==> run_1/cell_classes.png <==
Scale: 3 px per µm. Fill, decap, tap and diode cells in grey.
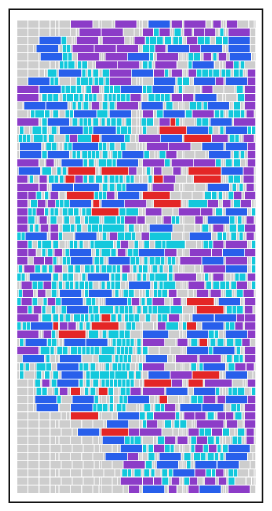
==> run_1/met3.png <==
Scale: 4 px per µm.
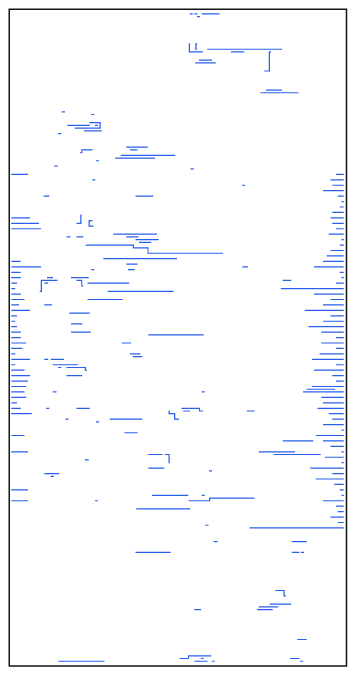
==> run_1/final_congestion.png <==
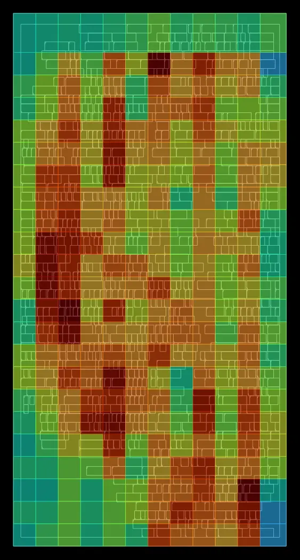
$ cat config.mk
export PLATFORM = sky130hd
export DESIGN_NAME = xdma
export DESIGN_NICKNAME = d
export VERILOG_FILES = /design/src/rtl/xdma_pkg.sv /design/src/rtl/xdma_regs.sv /design/src/rtl/xdma.sv
export SDC_FILE = /design/constraint.sdc
export NUM_CORES = 1
export LEC_CHECK = 0
export ABC_AREA = 1
export CAP_MARGIN = 20
export CORE_ASPECT_RATIO = 2
export CORE_MARGIN = 2
export CORE_UTILIZATION = 45
export DETAILED_ROUTE_END_ITERATION = 8
export PLACE_DENSITY = 0.85
export SYNTH_ARGS = -nofsm -noshare
export SYNTH_HDL_FRONTEND = slang
export SYNTH_SLANG_ARGS = --single-unit
$ cat constraint.sdc
create_clock -name clk -period 1.75 [get_ports clk]
set_input_delay 0.2625 -clock clk [delete_from_list [all_inputs] [get_ports clk]]
set_output_delay 0.2625 -clock clk [all_outputs]
set_load 0.1 [all_outputs]
$ cat src/rtl/xdma_pkg.sv
// Shared definitions for the xdma block: register map, control/status bit
// positions, FSM state encoding and default widths.
package xdma_pkg;

   localparam int ADDR_W = 12;
   localparam int DATA_W = 32;

   localparam logic [1:0] XDMA_ADDR   = 2'd0;
   localparam logic [1:0] XDMA_LEN    = 2'd1;
   localparam logic [1:0] XDMA_CTRL   = 2'd2;
   localparam logic [1:0] XDMA_STATUS = 2'd3;

   localparam int CTRL_START = 0;
   localparam int CTRL_DIR   = 1;
   localparam int CTRL_ABORT = 2;

   localparam int STAT_BUSY = 0;
   localparam int STAT_DONE = 1;

   typedef enum logic [2:0] {
      S_IDLE    = 3'd0,
      S_RD_REQ  = 3'd1,
      S_RD_WAIT = 3'd2,
      S_RD_OUT  = 3'd3,
      S_WR_WAIT = 3'd4,
      S_WR      = 3'd5
   } state_t;

endpackage

$ cat src/rtl/xdma_regs.sv
// Controller-facing register file for xdma: ADDR/LEN configuration, the
// start/abort strobes decoded from CTRL writes, and the registered read port.
module xdma_regs
   import xdma_pkg::*;
#(
   parameter int MEM_AW = ADDR_W - 1,
   parameter int DW     = DATA_W,
   parameter int LEN_W  = ADDR_W - 1
) (
   input  logic              clk,
   input  logic              rst_n,
   input  logic              i_sel,
   input  logic              i_we,
   input  logic [1:0]        i_addr,
   input  logic [DW-1:0]     i_data,
   input  logic              i_busy,
   input  logic              i_done,
   output logic [DW-1:0]     o_data,
   output logic [MEM_AW-1:0] o_addr,
   output logic [LEN_W-1:0]  o_len,
   output logic              o_start,
   output logic              o_dir,
   output logic              o_abort
);

   logic [MEM_AW-1:0] r_addr;
   logic [LEN_W-1:0]  r_len;
   logic [DW-1:0]     r_data;
   logic [DW-1:0]     w_rd_mux;
   logic              w_wr;
   logic              w_rd;
   logic              w_ctrl_wr;
   logic              w_unused;

   assign w_wr      = i_sel & i_we;
   assign w_rd      = i_sel & ~i_we;
   assign w_ctrl_wr = w_wr && (i_addr == XDMA_CTRL);

   // Start is only honoured when idle, abort only when busy.
   assign o_start = w_ctrl_wr & i_data[CTRL_START] & ~i_busy;
   assign o_abort = w_ctrl_wr & i_data[CTRL_ABORT] & i_busy;
   assign o_dir   = i_data[CTRL_DIR];

   assign w_unused = &{1'b0, i_data};

   // NOTE: every signal driven in always_comb gets a default first, so no path leaves it unassigned and no latch is inferred.
   always_comb begin
      w_rd_mux = '0;
      case (i_addr)
         XDMA_ADDR:   w_rd_mux[MEM_AW-1:0] = r_addr;
         XDMA_LEN:    w_rd_mux[LEN_W-1:0]  = r_len;
         XDMA_STATUS: begin
            w_rd_mux[STAT_BUSY] = i_busy;
            w_rd_mux[STAT_DONE] = i_done;
         end
         default:     w_rd_mux = '0;
      endcase
   end

   // NOTE: state is updated with non-blocking assignments so every flop samples pre-edge values regardless of block order.
   always_ff @(posedge clk) begin
      if (!rst_n) begin
         r_addr <= '0;
         r_len  <= '0;
         r_data <= '0;
      end else begin
         if (w_wr && !i_busy) begin
            if (i_addr == XDMA_ADDR) r_addr <= i_data[MEM_AW-1:0];
            if (i_addr == XDMA_LEN)  r_len  <= i_data[LEN_W-1:0];
         end
         if (w_rd) r_data <= w_rd_mux;
      end
   end

   assign o_data = r_data;
   assign o_addr = r_addr;
   assign o_len  = r_len;

endmodule

$ cat src/rtl/xdma.sv
// DMA engine moving word blocks between the shared RAM data port and a
// ready/valid stream; the controller always has priority on the RAM port.
module xdma
   import xdma_pkg::*;
#(
   parameter int MEM_AW = ADDR_W - 1,
   parameter int DW     = DATA_W,
   parameter int LEN_W  = ADDR_W - 1
) (
   input  logic              clk,
   input  logic              rst_n,
   input  logic              sel,
   input  logic              we,
   input  logic [1:0]        addr,
   input  logic [DW-1:0]     data_in,
   output logic [DW-1:0]     data_out,
   input  logic              ctrl_data_sel,
   output logic              dma_sel,
   output logic              dma_we,
   output logic [MEM_AW-1:0] dma_addr,
   output logic [DW-1:0]     dma_data_in,
   input  logic [DW-1:0]     dma_data_out,
   output logic              m_valid,
   input  logic              m_ready,
   output logic [DW-1:0]     m_data,
   input  logic              s_valid,
   output logic              s_ready,
   input  logic [DW-1:0]     s_data
);

   state_t            r_state;
   state_t            w_next;
   logic [MEM_AW-1:0] r_waddr;
   logic [LEN_W-1:0]  r_wcnt;
   logic              r_done;
   logic [DW-1:0]     r_m_data;
   logic [DW-1:0]     r_wdata;

   logic [MEM_AW-1:0] w_cfg_addr;
   logic [LEN_W-1:0]  w_cfg_len;
   logic              w_start;
   logic              w_dir;
   logic              w_abort;
   logic              w_busy;
   logic              w_last;
   logic              w_m_hs;
   logic              w_s_hs;
   logic              w_wr_grant;
   logic              w_step;

   xdma_regs #(
      .MEM_AW (MEM_AW),
      .DW     (DW),
      .LEN_W  (LEN_W)
   ) u_regs (
      .clk     (clk),
      .rst_n   (rst_n),
      .i_sel   (sel),
      .i_we    (we),
      .i_addr  (addr),
      .i_data  (data_in),
      .i_busy  (w_busy),
      .i_done  (r_done),
      .o_data  (data_out),
      .o_addr  (w_cfg_addr),
      .o_len   (w_cfg_len),
      .o_start (w_start),
      .o_dir   (w_dir),
      .o_abort (w_abort)
   );

   assign w_busy     = (r_state != S_IDLE);
   assign w_last     = (r_wcnt <= LEN_W'(1));
   assign w_m_hs     = (r_state == S_RD_OUT) && m_ready;
   assign w_s_hs     = (r_state == S_WR_WAIT) && s_valid;
   assign w_wr_grant = (r_state == S_WR) && !ctrl_data_sel;
   assign w_step     = w_m_hs | w_wr_grant;

   // NOTE: reset is synchronous, so it is only tested inside the clocked block.
   always_ff @(posedge clk) begin
      if (!rst_n) r_state <= S_IDLE;
      else        r_state <= w_next;
   end

   always_comb begin
      w_next = r_state;
      if (w_start) begin
         if (w_cfg_len == '0) w_next = S_IDLE;
         else if (w_dir)      w_next = S_WR_WAIT;
         else                 w_next = S_RD_REQ;
      end else if (w_abort) begin
         w_next = S_IDLE;
      end else begin
         case (r_state)
            S_RD_REQ:  if (!ctrl_data_sel) w_next = S_RD_WAIT;
            S_RD_WAIT: w_next = S_RD_OUT;
            S_RD_OUT:  if (m_ready) w_next = w_last ? S_IDLE : S_RD_REQ;
            S_WR_WAIT: if (s_valid) w_next = S_WR;
            S_WR:      if (!ctrl_data_sel) w_next = w_last ? S_IDLE : S_WR_WAIT;
            default:   w_next = S_IDLE;
         endcase
      end
   end

   always_comb begin
      dma_sel = (r_state == S_RD_REQ) || (r_state == S_WR);
      dma_we  = (r_state == S_WR);
      m_valid = (r_state == S_RD_OUT);
      s_ready = (r_state == S_WR_WAIT);
   end

   // An abort drops the in-flight word: nothing advances in that cycle.
   always_ff @(posedge clk) begin
      if (!rst_n) begin
         r_waddr  <= '0;
         r_wcnt   <= '0;
         r_done   <= 1'b0;
         r_m_data <= '0;
         r_wdata  <= '0;
      end else if (w_start) begin
         r_waddr <= w_cfg_addr;
         r_wcnt  <= w_cfg_len;
         r_done  <= (w_cfg_len == '0);
      end else if (!w_abort) begin
         if (w_step) begin
            r_waddr <= r_waddr + MEM_AW'(1);
            if (r_wcnt != '0) r_wcnt <= r_wcnt - LEN_W'(1);
            if (w_last)       r_done <= 1'b1;
         end
         if (r_state == S_RD_WAIT) r_m_data <= dma_data_out;
         if (w_s_hs)               r_wdata  <= s_data;
      end
   end

   assign dma_addr    = r_waddr;
   assign dma_data_in = r_wdata;
   assign m_data      = r_m_data;

endmodule

==> PnR_summary.wiki, run 1 <==
== Metrics ==
{| class="wikitable"
! Metric !! Value
|-
| Global route total overflow || 0
|-
| Share of total power in sequential cells || slightly below 30%
|-
| Commonest flop || dfxtp_1
|-
| Total wire length after detailed routing || approximately 19000 µm
|-
| Leakage power summed over all cells || ~3.7 nW
|-
| Capture instance of the worst register-to-register path || m_data[15]
|-
| Parity-gate share of the synthesized area counting xor and xnor cells || less than 1%
|-
| Worst-case clock buffer depth || 2
|-
| Setup Crit Path Kind || reg2reg
|-
| Number of global-route vias before repair || about 5900
|-
| Initial standard-cell utilization of the core || approximately 46%
|-
| Warnings, synthesis || 0
|-
| Buf+Inv Stages, Crit Path || 4
|-
| Flop count || around 120
|-
| First-pass GRT wire length || ~29000 µm
|-
| Clk pwr || between 3 and 4 mW
|-
| Top post-synthesis cells by count || nand2_1, dfxtp_1, a21oi_1
|-
| Area figure in the yosys stat output || 5750 µm²
|-
| Initial antenna violation count || 0
|-
| Worst min-delay path category || in2reg
|-
| Placer Congestion || slightly below 1
|-
| Fill cell instance count of the final layout || roughly 970
|-
| Synth Instances || approximately 800
|-
| Repair and plain buffers || between 200 and 250
|-
| Average instance area after synthesis || 7.18 µm²
|-
| Reg clk slew, reported paths || around 0.06 ns
|-
| Slowest-stage cell, CP || dfxtp_4
|-
| Tap cell count || approximately 150
|-
| Area delta synth->final || 57.5%
|-
| Horizontal extent of the die || ~84 µm
|-
| Switching power as a share of total power || a little over two fifths
|-
| Clock network latency to the later pin of the worst-skew pair || approximately 0.41 ns
|-
| Final setup skew || about 0.0058 ns
|-
| Mapped cell area || approximately 5700 µm²
|-
| Number of levels in the clock H-tree || 4
|-
| Post-synth tally of flip-flops with integrated enable || 0
|-
| Final worst slack || 0.0403 ns
|-
| Sequential-cell power consumption || around 3.3 mW
|-
| Count of instantiated cells in the yosys netlist || between 800 and 900
|-
| Number of clock sinks || between 100 and 150
|-
| Number of CTS-inserted buffers || 17
|-
| Final hold slack || 0.435 ns
|-
| Critical path endpoint || m_data[15]
|-
| Cell Int Power || around 6.6 mW
|-
| Pin count of the biggest net entering global routing || ~49
|-
| Max-Cap Viols || 0
|-
| Final count of negative-setup-slack endpoints || 0
|-
| Post-place instance area || a little over 8000 µm²
|-
| Clock power share || 28.9%
|-
| Share of cell area taken by muxes after synthesis || 0%
|-
| Arrival time of data at the critical path endpoint || 2.00 ns
|-
| Share of synthesized cell area in and-or and or-and compound cells || around 16%
|-
| DR iter-0 viols || 383
|-
| Cell count of the worst reg-to-reg path || 11
|-
| Nature of the critical path startpoint || register
|-
| Footprint of the flip-flops and latches || about 2500 µm²
|-
| Count of pins on the block boundary || ~220
|-
| Total power divided by cell area || roughly 1300 nW/µm²
|-
| Outcome || complete, no violations
|-
| Total area of multi-input combinational cells || 2820 µm²
|-
| Fraction of area in multi-input gates || slightly above 30%
|-
| Fin. max-slew vios || 0
|-
| Fraction of cell area in non-clock buffers || between 30% and 40%
|-
| CTS Hold Bufs || 0
|-
| Final period util || just under 100%
|-
| Top-count cell post-synth || nand2_1
|-
| Cell types occupying the most area after synthesis || dfxtp_1, nand2_1, a21oi_1
|-
| Detailed Place HPWL || 13600 µm
|-
| R2R Path Start || r_state[2]
|-
| Port buffer count || 173
|-
| Netlist cell types || 33
|-
| Chip Area || 13700 µm²
|-
| Top Consumer || combinational logic
|-
| Fraction of layout instances using a drive strength above 1 || 22.3%
|-
| Tool warnings || around 51
|-
| Vert. Die Dim || around 160 µm
|-
| Top cell type's share of synthesized area || roughly 43%
|-
| Clock network area share || under 10%
|-
| Most area-hungry cell class in the final design || logic gates
|}
## Picture notes: cell_classes.png
| colour | class | cells | share of their area |
|---|---|---|---|
| cyan | all other logic | 623 | 34% |
| purple | other buffers and delay cells | 236 | 31% |
| blue | flops | 123 | 28% |
| red | clock drivers and dummy loads | 31 | 6.3% |
proportion of cell area occupied by registers: 27.5%
Std-Cell Rows: 58
summed area of non-filler cells in the final layout: 9050 µm²
Post-Route Utilization: 72.1%
core area: 12600 µm²

## Picture notes: met3.png
wire length on this layer: 867 µm
longest straight run: 23.2 µm
nets with wire on the layer: 173
main direction: horizontal
share of all routed wire: 4.6%
GRT met3 Usage: 4.62%
vias: 6337

## Picture notes: final_congestion.png
Global Route met2 Usage: 49.8%
most congested layer reported by global routing: met2
average wire length per cell after detail routing: 16.4 µm
met1 usage: 25.8%
overall global routing resource usage: 26.4%

run 1: worst min-delay path by stage:
stage / startpoint / to / cells past startpoint / slack [ns]
after global routing: dma_data_out[19] / m_data[19] / 3 / 0.43
after detailed placement: m_data[8] / m_data[8] / 2 / 0.45
final: s_data[12] / dma_data_in[12] / 3 / 0.44
after CTS: s_data[12] / dma_data_in[12] / 3 / 0.42
after floorplan: data_in[0] / u_regs.o_addr[0] / 2 / 0.41
after global placement: m_data[3] / m_data[3] / 2 / 0.45
run 1: through the flow:
| stage | TNS [ns] | cells |
|---|---|---|
| CTS | -0.00234 | 1159 |
| global route | -0.662 | 1163 |
| finish | 0 | 1163 |
| floorplan | -1.81 | 821 |
| detailed placement | -20.68 | 1126 |
| global placement | -16.45 | 1126 |
run 1: layout by cell type, fill, tap and decap left out, types with 4 or more instances in the layout:
master	Yosys	layout
nand2_1	161	156
nor2_4	1	6
inv_1	60	58
nand2_2	1	4
buf_12	0	56
o221ai_1	8	8
ha_1	4	4
nand3_1	37	33
clkinv_4	0	5
buf_4	26	85
clkdlybuf4s50_1	0	83
conb_1	1	21
clkbuf_16	0	19
nand4_1	71	71
o21ai_0	64	62
a21oi_1	100	100
dfxtp_1	123	111
buf_6	1	7
dfxtp_4	0	4
nor2_1	72	66
inv_2	2	4
dfxtp_2	0	8
run 1: layer usage:
layer / track usage (%) / vias up / wire [µm]
met4: 17.7 / 0 / 1110
met1: 25.8 / 2923 / 6450
li1: - / 3064 / -
met2: 49.8 / 278 / 10600
met3: 4.62 / 72 / 867
met5: 0 / - / 0
run 1: timing repair:
item                                    in CTS  in global routing
gates cloned                                 0                  3
endpoints found under the setup margin      16                 86
resized                                      9                 29
buffers inserted                             2                  1
pin swaps                                    2                  1
==> run_1/drive_strength.png <==
Scale: 3 px per µm.
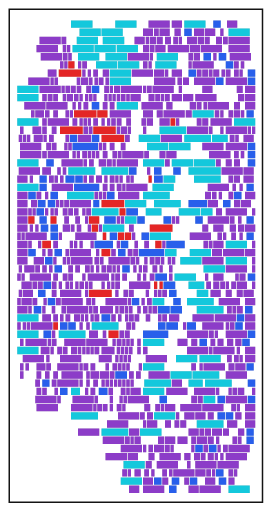

--- run 2 (diff from run 1) ---
--- a/config.mk
+++ b/config.mk
@@ -13,3 +13,3 @@
 export DETAILED_ROUTE_END_ITERATION = 8
-export PLACE_DENSITY = 0.85
+export PLACE_DENSITY = 0.82
 export SYNTH_ARGS = -nofsm -noshare
==> constraint.sdc (replaced) <==
create_clock -name clk -period 1.75 [get_ports clk]
set_input_delay 0.35 -clock clk [delete_from_list [all_inputs] [get_ports clk]]
set_output_delay 0.35 -clock clk [all_outputs]
set_load 0.1 [all_outputs]
==> run_2/drive_strength.png <==
Scale: 3 px per µm.
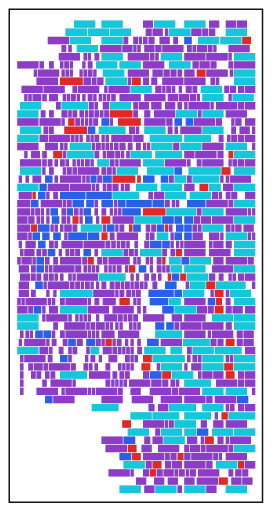
| colour | size | cells | share | most used |
|---|---|---|---|---|
| red | drive 2 | 50 | 4.9% | a21oi_2 |
| purple | drive 1 or less | 755 | 74% | nand2_1 |
| cyan | drive 6 and up | 140 | 14% | buf_12 |
| blue | drive 3 to 4 | 77 | 7.5% | buf_4 |
Repair and plain buffers: 244
area delta synth->final: 73.2%
summed area of non-filler cells in the final layout: 9960 µm²
final worst slack: 0.00194 ns

==> run_2/final_congestion.png <==
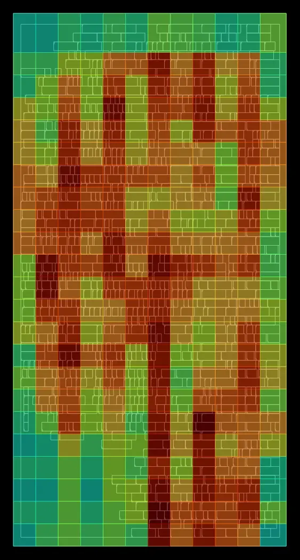
Post-Route Utilization: 79.3%
average wire length per cell after detail routing: 18.9 µm
Global Route met2 Usage: 55.7%

==> run 2 against run 1 <==
Compared with the run above:
- critical endpoint is now m_data[18]
- clock-buffer cell count is 1 higher
- synthesized area did not move
- die size unchanged
- clock skew rose by 0.0044 ns
- clock power grew 13%
- largest cell class is now buffers
- largest power group unchanged
- critical path type unchanged
- highest routed layer unchanged
- non-clock buffer count grew 8
==> PnR_summary.wiki, run 2 <==
== Metrics ==
{| class="wikitable"
! Metric !! Value
|-
| Outcome || complete, no violations
|-
| Proportion of register bits with asynchronous set or reset after synthesis || 0%
|-
| Core area || 12600 µm² (unchanged)
|-
| Synth Instances || 801 (unchanged)
|-
| DR iter-0 viols || 587 (+53%)
|-
| Netlist cell types || 33 (unchanged)
|-
| Fraction of layout instances using a drive strength above 1 || 26.1% (+3.8 points)
|-
| Number of DRC violations after detailed routing || 0
|-
| Mapped cell area || 5750 µm² (unchanged)
|-
| Std-Cell Rows || 58 (unchanged)
|-
| Top post-synthesis cells by count || nand2_1, dfxtp_1, a21oi_1
|-
| Total wire length after detailed routing || 22200 µm (+17%)
|-
| Count of instantiated cells in the yosys netlist || 801 (unchanged)
|-
| Power, Total || ~13 mW
|-
| Final setup skew || 0.0102 ns (+0.00440 ns)
|-
| Critical path capture point type || register
|-
| Peak fanout along the critical path || 7
|-
| Top cell type's share of synthesized area || 42.8% (unchanged)
|-
| Worst min-delay path category || reg2reg
|-
| Fraction of the yosys area taken by sequential cells || between 40% and 50%
|-
| Warnings, synthesis || 0 (unchanged)
|-
| Count of state elements after synthesis || ~120
|-
| Nets || 1118
|-
| Setup repair after global routing missed its margin || true
|-
| Detailed Place HPWL || 13900 µm (+2.1%)
|-
| Antenna diodes || 0
|-
| Count of pins on the block boundary || 216 (unchanged)
|-
| Required time at the worst-slack endpoint || between 2 and 2.5 ns
|-
| Number of levels in the clock H-tree || 4 (unchanged)
|-
| Number of global-route vias before repair || 6289 (+6.4%)
|-
| Via/cell ratio || 5.69
|-
| Initial standard-cell utilization of the core || 45.8% (unchanged)
|-
| Pin count of the biggest net entering global routing || 50 (+2.0%)
|-
| Placer Congestion || 1.00 (+1.7%)
|-
| First-pass GRT wire length || 31600 µm (+9.5%)
|-
| Final period util || 99.9% (+2.2 points)
|-
| Port buffer count || 173 (unchanged)
|-
| Top-count cell post-synth || nand2_1
|-
| Library cell with the largest summed area after synthesis || dfxtp_1
|-
| Horizontal extent of the die || 83.9 µm (unchanged)
|-
| Highest attainable clock frequency || roughly 570 MHz
|-
| Cells after DPL || 1120 (-0.53%)
|-
| Clock network latency to the later pin of the worst-skew pair || 0.42 ns (about the same)
|-
| Highest-count cells in the layout ignoring fill and taps || nand2_1, dfxtp_1, buf_12
|-
| Overall global routing resource usage || 29.0% (+2.6 points)
|-
| Nature of the critical path startpoint || register
|-
| Post-synth tally of flip-flops with integrated enable || 0 (unchanged)
|-
| Vias || 6666 (+5.2%)
|-
| Most frequent logic cell in the layout || nand2_1
|-
| Final tally of hold violations || 0
|-
| Setup Crit Path Kind || reg2reg
|-
| Worst slack after detailed placement || -0.462 ns
|-
| Chip Area || 13700 µm² (unchanged)
|-
| Worst-case clock buffer depth || 2 (unchanged)
|-
| CTS Hold Bufs || 0 (unchanged)
|-
| Number of clock sinks || 123 (unchanged)
|-
| Leakage power summed over all cells || 4.00 nW (+7.9%)
|-
| Post-route ant nets || 0
|-
| Number of CTS-inserted buffers || 17 (unchanged)
|-
| Global route total overflow || 0 (unchanged)
|-
| Tool warnings || 53 (+3.9%)
|-
| Total power divided by cell area || 1270 nW/µm² (+0.29%)
|-
| Post-place instance area || 8750 µm² (+5.9%)
|-
| Arrival time of data at the critical path endpoint || 2.05 ns (+0.05 ns)
|-
| Vert. Die Dim || 164 µm (unchanged)
|-
| Setup TNS || 0 ns (unchanged)
|-
| Final hold slack || 0.482 ns (+0.0466 ns)
|-
| Number of detailed-routing iterations run before antenna repair || 5
|-
| Time the worst path needs with I/O delays and setup || 1.75 ns
|-
| TritonCTS clock tree || yes
|-
| Post-route insts no fill || 1172 (+0.77%)
|-
| Area figure in the yosys stat output || 5750 µm² (unchanged)
|-
| Max-Cap Viols || 0 (unchanged)
|-
| Fin. max-slew vios || 0 (unchanged)
|-
| Worst VDD drop || approximately 1.1 mV
|-
| Final count of negative-setup-slack endpoints || 0 (unchanged)
|-
| Cell types occupying the most area after synthesis || dfxtp_1, nand2_1, a21oi_1
|-
| Commonest flop || dfxtp_1
|-
| Average instance area after synthesis || 7.18 µm² (unchanged)
|-
| Initial antenna violation count || 0 (unchanged)
|-
| Reg clk slew, reported paths || 0.06 ns (about the same)
|-
| Cell chosen for the clock root || clkbuf_16
|}
==> run_2/cell_classes.png <==
Scale: 3 px per µm. Fill, decap, tap and diode cells in grey.
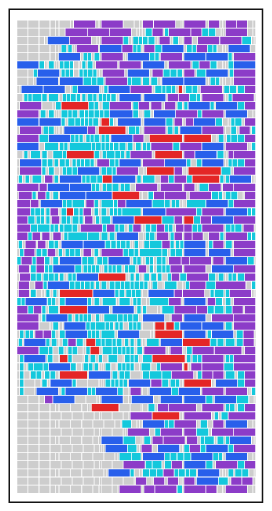
| colour | class | cells | share of their area |
|---|---|---|---|
| blue | flops | 123 | 25% |
| purple | other buffers and delay cells | 244 | 35% |
| red | clock drivers and dummy loads | 32 | 6.4% |
| cyan | all other logic | 623 | 33% |
proportion of cell area occupied by registers: 25.0%

## run 2: metal layers
metal,part of all wire [%],track usage (%)
met4,5.4,16.6
met5,0,0
met3,5.5,5.53
met2,57,55.7
met1,32,28.4
## run 2: critical path: stages (launching register included)
cell and delay, ns:
dfxtp_4 0.35, buf_6 0.13, nor2_8 0.12, nand2_4 0.09
nand3_4 0.08, inv_4 0.05, nor2_4 0.10, buf_12 0.15
nand3_4 0.17, clkbuf_16 0.24, nand2_1 0.09, a21oi_2 0.06
## run 2: layout make-up
type | count | area [µm²]
clock buffer | 19 | 433
clock inverter | 13 | 193
fill | 701 | 2600
inverter | 63 | 239
multi-input combinational | 560 | 2970
sequential | 123 | 2480
tap | 150 | 188
timing repair buffer | 244 | 3450
## run 2: worst paths after layout
path                                  from  cells after the start  slack (ns)          to
worst max register to register  r_state[2]                     11       0.002  m_data[18]
worst min-delay path                r_done                      2        0.48      r_done
worst max-delay path            r_state[2]                     11       0.002  m_data[18]
worst min register to register      r_done                      2        0.48      r_done
## run 2: where the power goes
part           internal, mW  switching, mW  total (mW)  leakage, nW
Combinational          1.97           3.47        5.44         2.71
Clock                  2.39           1.35        3.74        0.294
Sequential             3.11          0.347        3.46         1.00
Total                  7.47           5.16        12.6         4.00
## run 2: logic make-up after synthesis
family,share of synthesized area [%]
xor+xnor,0.457
buf+inv,11.2
compound gates,16.2
fa+ha+maj,0.871
other cells,0.0652
flops,42.8
simple gates,28.4
## run 2: timing repair
action / CTS / global route
endpoints found under the setup margin: 22 / 92
pin swaps: 3 / 19
endpoints found under the hold margin: 0 / 0
gates cloned: 1 / 7
setup buffers: 6 / 6
resized: 19 / 68
Power and IR drop assume default switching activity.
